### config.mk
export PLATFORM = sky130hd
export DESIGN_NAME = adbg_or1k_halt_seq
export DESIGN_NICKNAME = d
export VERILOG_FILES = /design/src/rtl/adbg_or1k_pkg.sv /design/src/rtl/adbg_or1k_halt_fsm.sv /design/src/rtl/adbg_or1k_halt_seq.sv
export SDC_FILE = /design/constraint.sdc
export NUM_CORES = 1
export LEC_CHECK = 0
export CAP_MARGIN = 30
export CORE_ASPECT_RATIO = 0.6
export CORE_UTILIZATION = 47
export CTS_BUF_LIST = sky130_fd_sc_hd__clkbuf_16
export DETAILED_ROUTE_END_ITERATION = 12
export PLACE_DENSITY = 0.85
export SYNTH_ARGS = -nofsm -noshare
export SYNTH_HDL_FRONTEND = slang
export SYNTH_SLANG_ARGS = --single-unit
### constraint.sdc
create_clock -name cpu_clk_i -period 1.66 [get_ports cpu_clk_i]
set_clock_uncertainty 0.05 [all_clocks]
set_input_delay 0.249 -clock cpu_clk_i [delete_from_list [all_inputs] [get_ports cpu_clk_i]]
set_output_delay 0.249 -clock cpu_clk_i [all_outputs]
set_load 0.01 [all_outputs]
### src/rtl/adbg_or1k_pkg.sv
`default_nettype none
// +--------------------------------------------------------------------+
// | adbg_or1k_pkg : shared types for the OR1K debug halt sequencer     |
// | Revision      : 1.0                                                |
// +--------------------------------------------------------------------+
package adbg_or1k_pkg;

  typedef enum logic [2:0] {
    RUN      = 3'd0,
    HALT_REQ = 3'd1,
    HALTED   = 3'd2,
    RESUME   = 3'd3,
    RESET    = 3'd4
  } halt_state_t;

  function automatic logic drives_halt(input halt_state_t s);
    return (s == HALT_REQ) || (s == HALTED);
  endfunction

endpackage
`default_nettype wire

### src/rtl/adbg_or1k_halt_fsm.sv
`default_nettype none
// +--------------------------------------------------------------------+
// | adbg_or1k_halt_fsm : single-core halt/resume/reset handshake FSM   |
// | Optional halt timer/flag: ADBG_HALT_TIMEOUT_EN                     |
// | Revision           : 1.0                                           |
// +--------------------------------------------------------------------+
module adbg_or1k_halt_fsm
  import adbg_or1k_pkg::*;
#(
  parameter int RST_CYCLES   = 16,
  parameter int HALT_TIMEOUT = 255
) (
  input  logic cpu_clk_i,
  input  logic cpu_rstn_i,
  input  logic stall_req_i,
  input  logic rst_req_i,
  input  logic core_halted_i,
  input  logic clr_timeout_i,
  output logic core_halt_o,
  output logic core_rst_o,
  output logic halted_o,
  output logic timeout_o
);

  localparam int RW = $clog2(RST_CYCLES);
  localparam logic [RW-1:0] RST_LOAD = RW'(RST_CYCLES - 1);

  halt_state_t   state_q, state_d;
  logic [RW-1:0] rcnt_q, rcnt_d;
  logic          core_halt_q, core_rst_q, halted_q;

  always_comb begin
    state_d = state_q;
    rcnt_d  = rcnt_q;
    if (rst_req_i && (state_q != RESET)) begin
      state_d = RESET;
      rcnt_d  = RST_LOAD;
    end else begin
      unique case (state_q)
        RUN:      if (stall_req_i) state_d = HALT_REQ;
        HALT_REQ: begin
          if (core_halted_i)     state_d = HALTED;
          else if (!stall_req_i) state_d = RESUME;
        end
        HALTED:   if (!stall_req_i) state_d = RESUME;
        RESUME: begin
          if (stall_req_i)         state_d = HALT_REQ;
          else if (!core_halted_i) state_d = RUN;
        end
        RESET: begin
          // The count runs from entry only, so a long request stretches the pulse exactly.
          if (rcnt_q != '0)  rcnt_d  = rcnt_q - RW'(1);
          else if (!rst_req_i) state_d = stall_req_i ? HALT_REQ : RUN;
        end
        default:  state_d = RUN;
      endcase
    end
  end

`ifdef ADBG_HALT_TIMEOUT_EN
  localparam int TW = $clog2(HALT_TIMEOUT + 1);
  localparam logic [TW-1:0] TMR_MAX  = TW'(HALT_TIMEOUT);
  localparam logic [TW-1:0] TMR_TRIP = TW'(HALT_TIMEOUT - 1);

  logic [TW-1:0] tmr_q, tmr_d;
  logic          timeout_q, timeout_d;

  always_comb begin
    tmr_d     = tmr_q;
    timeout_d = timeout_q;
    if (clr_timeout_i) timeout_d = 1'b0;
    // Every fresh halt request starts timing from zero.
    if ((state_d == HALT_REQ) && (state_q != HALT_REQ)) begin
      tmr_d = '0;
    end else if ((state_q == HALT_REQ) && (state_d == HALT_REQ)) begin
      if (tmr_q == TMR_TRIP) timeout_d = 1'b1;
      if (tmr_q != TMR_MAX)  tmr_d     = tmr_q + TW'(1);
    end
  end
`else
  logic unused_timeout_cfg;
  assign unused_timeout_cfg = clr_timeout_i ^ (HALT_TIMEOUT != 0);
`endif

  always_ff @(posedge cpu_clk_i) begin
    if (!cpu_rstn_i) begin
      state_q     <= RUN;
      rcnt_q      <= '0;
      core_halt_q <= 1'b0;
      core_rst_q  <= 1'b0;
      halted_q    <= 1'b0;
`ifdef ADBG_HALT_TIMEOUT_EN
      tmr_q       <= '0;
      timeout_q   <= 1'b0;
`endif
    end else begin
      state_q     <= state_d;
      rcnt_q      <= rcnt_d;
      core_halt_q <= drives_halt(state_d);
      core_rst_q  <= (state_d == RESET);
      halted_q    <= (state_d == HALTED);
`ifdef ADBG_HALT_TIMEOUT_EN
      tmr_q       <= tmr_d;
      timeout_q   <= timeout_d;
`endif
    end
  end

  assign core_halt_o = core_halt_q;
  assign core_rst_o  = core_rst_q;
  assign halted_o    = halted_q;
`ifdef ADBG_HALT_TIMEOUT_EN
  assign timeout_o   = timeout_q;
`else
  assign timeout_o   = 1'b0;
`endif

endmodule
`default_nettype wire

### src/rtl/adbg_or1k_halt_seq.sv
`default_nettype none
// +--------------------------------------------------------------------+
// | adbg_or1k_halt_seq : per-core halt/reset sequencer (wiring only)   |
// | Optional halt timer/flag: ADBG_HALT_TIMEOUT_EN                     |
// | Revision           : 1.0                                           |
// +--------------------------------------------------------------------+
module adbg_or1k_halt_seq
  import adbg_or1k_pkg::*;
#(
  parameter int NB_CORES     = 4,
  parameter int RST_CYCLES   = 16,
  parameter int HALT_TIMEOUT = 255
) (
  input  logic                cpu_clk_i,
  input  logic                cpu_rstn_i,
  input  logic [NB_CORES-1:0] stall_req_i,
  input  logic [NB_CORES-1:0] rst_req_i,
  input  logic [NB_CORES-1:0] core_halted_i,
  input  logic [NB_CORES-1:0] clr_timeout_i,
  output logic [NB_CORES-1:0] core_halt_o,
  output logic [NB_CORES-1:0] core_rst_o,
  output logic [NB_CORES-1:0] halted_o,
  output logic [NB_CORES-1:0] timeout_o
);

  for (genvar i = 0; i < NB_CORES; i++) begin : g_core
    adbg_or1k_halt_fsm #(
      .RST_CYCLES   (RST_CYCLES),
      .HALT_TIMEOUT (HALT_TIMEOUT)
    ) u_fsm (
      .cpu_clk_i     (cpu_clk_i),
      .cpu_rstn_i    (cpu_rstn_i),
      .stall_req_i   (stall_req_i[i]),
      .rst_req_i     (rst_req_i[i]),
      .core_halted_i (core_halted_i[i]),
      .clr_timeout_i (clr_timeout_i[i]),
      .core_halt_o   (core_halt_o[i]),
      .core_rst_o    (core_rst_o[i]),
      .halted_o      (halted_o[i]),
      .timeout_o     (timeout_o[i])
    );
  end

endmodule
`default_nettype wire

==> impl.org, run 1 <==
#+TITLE: Physical design notes

** Power
- Ratio of total power to cell area :: 1010 nW/um2
- Fraction of power consumed by sequential logic :: 42.2%
- For the sequential group, total power comes out at about 1100 uW.

** Status
- Violations in the final reports :: setup timing
- The flow ran to the end, but the final reports show violations.

** Place
- In this run, placement finished with an instance count of 308.
- HPWL Detailed :: ~2.8 mm

** Logic synthesis
- Counting flops with a built-in enable in the synthesized netlist gives 0.
- Post-synthesis cell type with the largest instance count :: dfxtp_1
- Looking at area per cell type in the netlist, the leader is dfxtp_1.
- In this run, synthesis produced a sequential element count of 40.
- Synthesized instance count :: ~230
- The synthesis report names the predominant flop master as dfxtp_1.
- Number of library cell types mapped by synthesis :: 40
- Leading cell types by count after synthesis :: dfxtp_1, inv_1, nand2_1, nor2_1, a21oi_1
- XOR Share, Synth :: under 10%

** CTS
- The number of hold buffers added after CTS was 0.
- Clock insertion delay at the later pin of the skew report :: 0.28 ns
- Clock-pin slew was measured on the worst setup and hold paths at 0.05 ns.

** Cells and area
- In the final layout, multi-input gates take up 40.7% of the cell area.
- The final antenna diode tally reported by the flow is 0.
- Synthesis-to-finish area growth :: 34.2%
- Largest regs :: g_core.u_fsm.rcnt_q: 16 flops, g_core.u_fsm.state_q: 12 flops
- Buffers outside the clock tree occupy between 15 and 20% of the routed design's cell area.
- Clock buffers in the final layout number 5.
- The final report gives the standard cell area, fillers excluded, as 2610 um2.
- By instance count after routing, the leading logic cell types are dfxtp_1, buf_4, clkdlybuf4s50_1.

** GRT
- Recorded from the global router log, the overflow total was 0.
- The initial antenna violation count came to 0.
- Global routing consumed, on the met1 layer, 26.6% of the routing resources.
- Global routing used 22.1% of the available tracks across all layers.

** Routing
- The detailed router used layers up to and including met4.
- Total wire length :: approximately 4.6 mm
- Per-cell via count in the routed design :: 5.25

** Setup path
- Slowest library cell on the worst path :: or4_1
- Critical path startpoint category :: register
- Listed in order, past its start point the critical path passes inv_2, ha_4, or3b_4, and3_4, or4_1, o21bai_1.

** Floorplan
- After floorplanning, the die was sized to cover 4410 um2.
- Floorplan die width :: approximately 85 um
- Boundary pin count :: 34
- Initial core utilization :: about half

** Hold path
- Counting instances, the worst hold path has a depth of 2.

** STA
- Total setup violations reported at the end of the flow :: 6
- The final timing report gives a worst setup slack of -0.152 ns.
- The tightest hold path in the finished design has a slack of 0.515 ns.
- For the final routed database, the setup TNS stands at -0.324 ns.
- In the final report, the number of hold violations comes to 0.
- The worst pin sits at a relative slew slack of 62.7%.
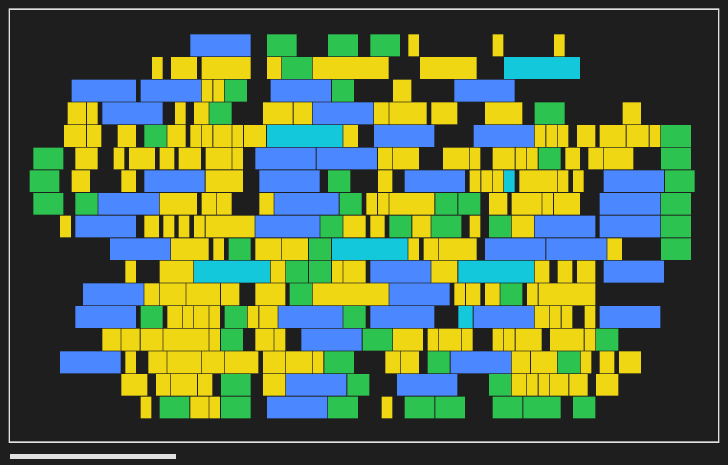
Run 1: placement by cell class
Scale bar: 20 um.
- green: remaining buffers and delay cells (cells 54; share of their area 18%)
- cyan: clock drivers and dummy loads (cells 7; share of their area 5.2%)
- yellow: remaining logic cells (cells 173; share of their area 45%)
- blue: registers (cells 40; share of their area 32%)
Cell Rows: 17
fraction of standard cell area that is sequential: 30.9%

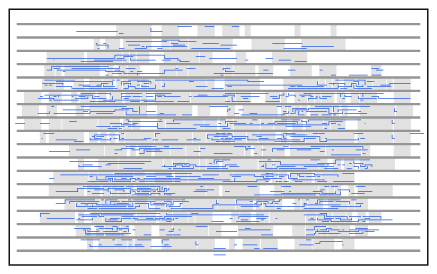
Run 1: signal wires on met1
Supply wires on this layer in grey. Cells faint in the background.
- longest straight run: 22.6 um
- nets with wire on the layer: 269
- share of all routed wire: 44%

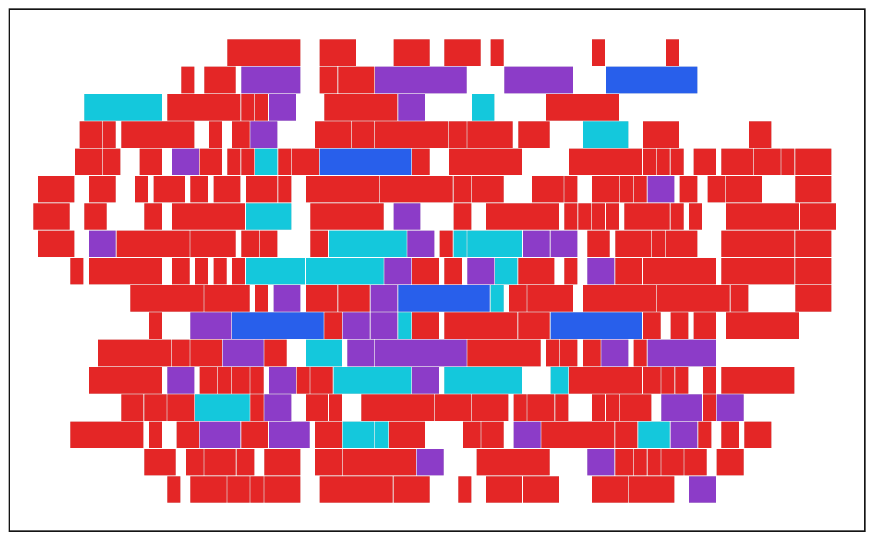
Run 1: cells by drive strength
- purple: x3 and x4 (cells 39; share 14%)
- cyan: x2 (cells 21; share 7.7%)
- red: x1 and smaller (cells 209; share 76%)
- blue: x6 and larger (cells 5; share 1.8%)

==> run 1 -> run 2 <==
--- a/config.mk
+++ b/config.mk
@@ -7,10 +7,10 @@
 export LEC_CHECK = 0
 export CAP_MARGIN = 30
 export CORE_ASPECT_RATIO = 0.6
-export CORE_UTILIZATION = 47
+export CORE_UTILIZATION = 52
 export CTS_BUF_LIST = sky130_fd_sc_hd__clkbuf_16
 export DETAILED_ROUTE_END_ITERATION = 12
-export PLACE_DENSITY = 0.85
+export PLACE_DENSITY = 0.89
 export SYNTH_ARGS = -nofsm -noshare
 export SYNTH_HDL_FRONTEND = slang
 export SYNTH_SLANG_ARGS = --single-unit
==> constraint.sdc (replaced) <==
create_clock -name cpu_clk_i -period 2 [get_ports cpu_clk_i]
set_clock_uncertainty 0.05 [all_clocks]
set_input_delay 0.3 -clock cpu_clk_i [delete_from_list [all_inputs] [get_ports cpu_clk_i]]
set_output_delay 0.3 -clock cpu_clk_i [all_outputs]
set_load 0.01 [all_outputs]
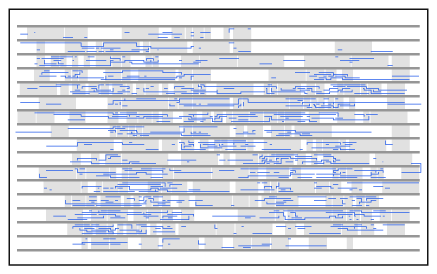
Run 2: signal wires on met1
Supply wires on this layer in grey. Cells faint in the background.
- longest straight run: 19.8 um
- wire length on this layer: 1810 um

==> run 2 against run 1 <==
The flow now finishes without violations; non-clock buffer count decreased by 21; utilization decreased by 0.087 points; combinational power decreased by 42%; sequential power decreased by 18%; global-route usage decreased by 1.8 points; critical path depth unchanged; register-to-register slack improved by 0.26 ns; die area decreased by 9.3%; maximum frequency decreased by 4.0%; largest power group unchanged.
==> impl.org, run 2 <==
#+TITLE: Physical design notes

** STA
- Final hold slack :: 0.459 ns (-0.0557 ns)
- Total setup violations reported at the end of the flow :: 0 (-6)
- The sum of negative setup slack is 0 ns (+0.324 ns).
- Worst-case setup margin in the final layout :: 0.113 ns (+0.265 ns)

** Cells and area
- The logic share of the area was 40.6% (-0.097 points).
- The final design instance area without fill was 2330 um2 (-11%).
- Layout clock buffers :: 5 (unchanged)
- Diode insertion count for antenna repair :: 0 (unchanged)
- Largest regs :: g_core.u_fsm.rcnt_q: 16 flops, g_core.u_fsm.state_q: 12 flops
- Ranked by total area, the top cell class in this layout is multi-input combinational cells.
- Portion of the layout cell area used by non-clock buffers :: 13.3% (-4.7 points)
- Synthesis-to-finish area growth :: 19.8%
- The register share of the cell area came to 34.3% (+3.4 points).

** Logic synthesis
- For reference, the top cells by count after synthesis are dfxtp_1, inv_1, nand2_1, nor2_1, a21oi_1.
- Summing every instance area after synthesis gives 1950 um2.
- Looking at the cell usage after synthesis, the top flip-flop cell is dfxtp_1.
- Post-synthesis cell type with the largest instance count :: dfxtp_1
- The gate count after technology mapping was 229 (unchanged).
- The share of the synthesized netlist area taken by xor and xnor gates was 4.50% (unchanged).
- Number of library cell types mapped by synthesis :: 40 (unchanged)
- The flip-flop and latch count after synthesis is 40 (unchanged).
- The cell type that accounts for the most area after synthesis is dfxtp_1.
- The number of enable flip-flop cells came to 0 (unchanged).

** Routing
- Top routing layer used :: met3
- The via density per instance is 5.22 (-0.61%).
- The total wire length after detailed routing came to 3.66 mm (-21%).

** GRT
- The met1 demand-to-capacity share in global routing was 27.6% (+0.97 points).
- The total routing usage reported by global routing was 20.3% (-1.8 points).
- Initial antenna violation count :: 0 (unchanged)

** Place
- The number of instances in the placed design was 291 (-5.5%).
- The sum of net half-perimeters after detailed placement came to 2.78 mm (-0.86%).

** Power
- Flip-flop and latch power :: 918 uW (-18%)
- Ratio of total power to cell area :: 869 nW/um2 (-14%)

** Floorplan
- The cell row count came to 16 (-1).
- Core area :: 3400 um2
- The number of placed I/O pins is 34 (unchanged).
- The initial core utilization came to 57.2% (+6.1 points).
- Floorplan die width :: 81.0 um (-4.8%)
- The overall die area was 4000 um2 (-9.3%).

** Setup path
- Critical path buffer and inverter count :: 1
- Slowest library cell on the worst path :: or4_1
- Listed in order, past its start point the critical path passes inv_1, ha_1, or3b_4, and3_4, or4_1, o21bai_1.
- Critical path startpoint category :: register

** Status
- Run status :: complete, no violations

** CTS
- Count of hold-fix buffers inserted at cts :: 0 (unchanged)
- The clock-pin transition on the worst setup and hold timing paths came to 0.05 ns (about the same).

** Hold path
- The number of stages on the worst hold path is 1 (-1).
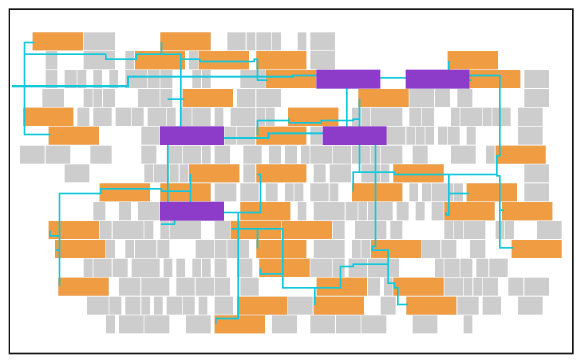
Run 2: clock network drawn from the DEF
- cyan: clock wires (length 425 um)
- orange: flip-flops (count 40)
- purple: clock-net drivers (count 5)
- routed clock nets: 6
clock insertion delay at the later pin of the skew report: 0.27 ns
power in the clock group: 735 uW
proportion of power drawn by the clock network: 36.3%

No activity file was given, so power comes from the tool's default toggle rates.
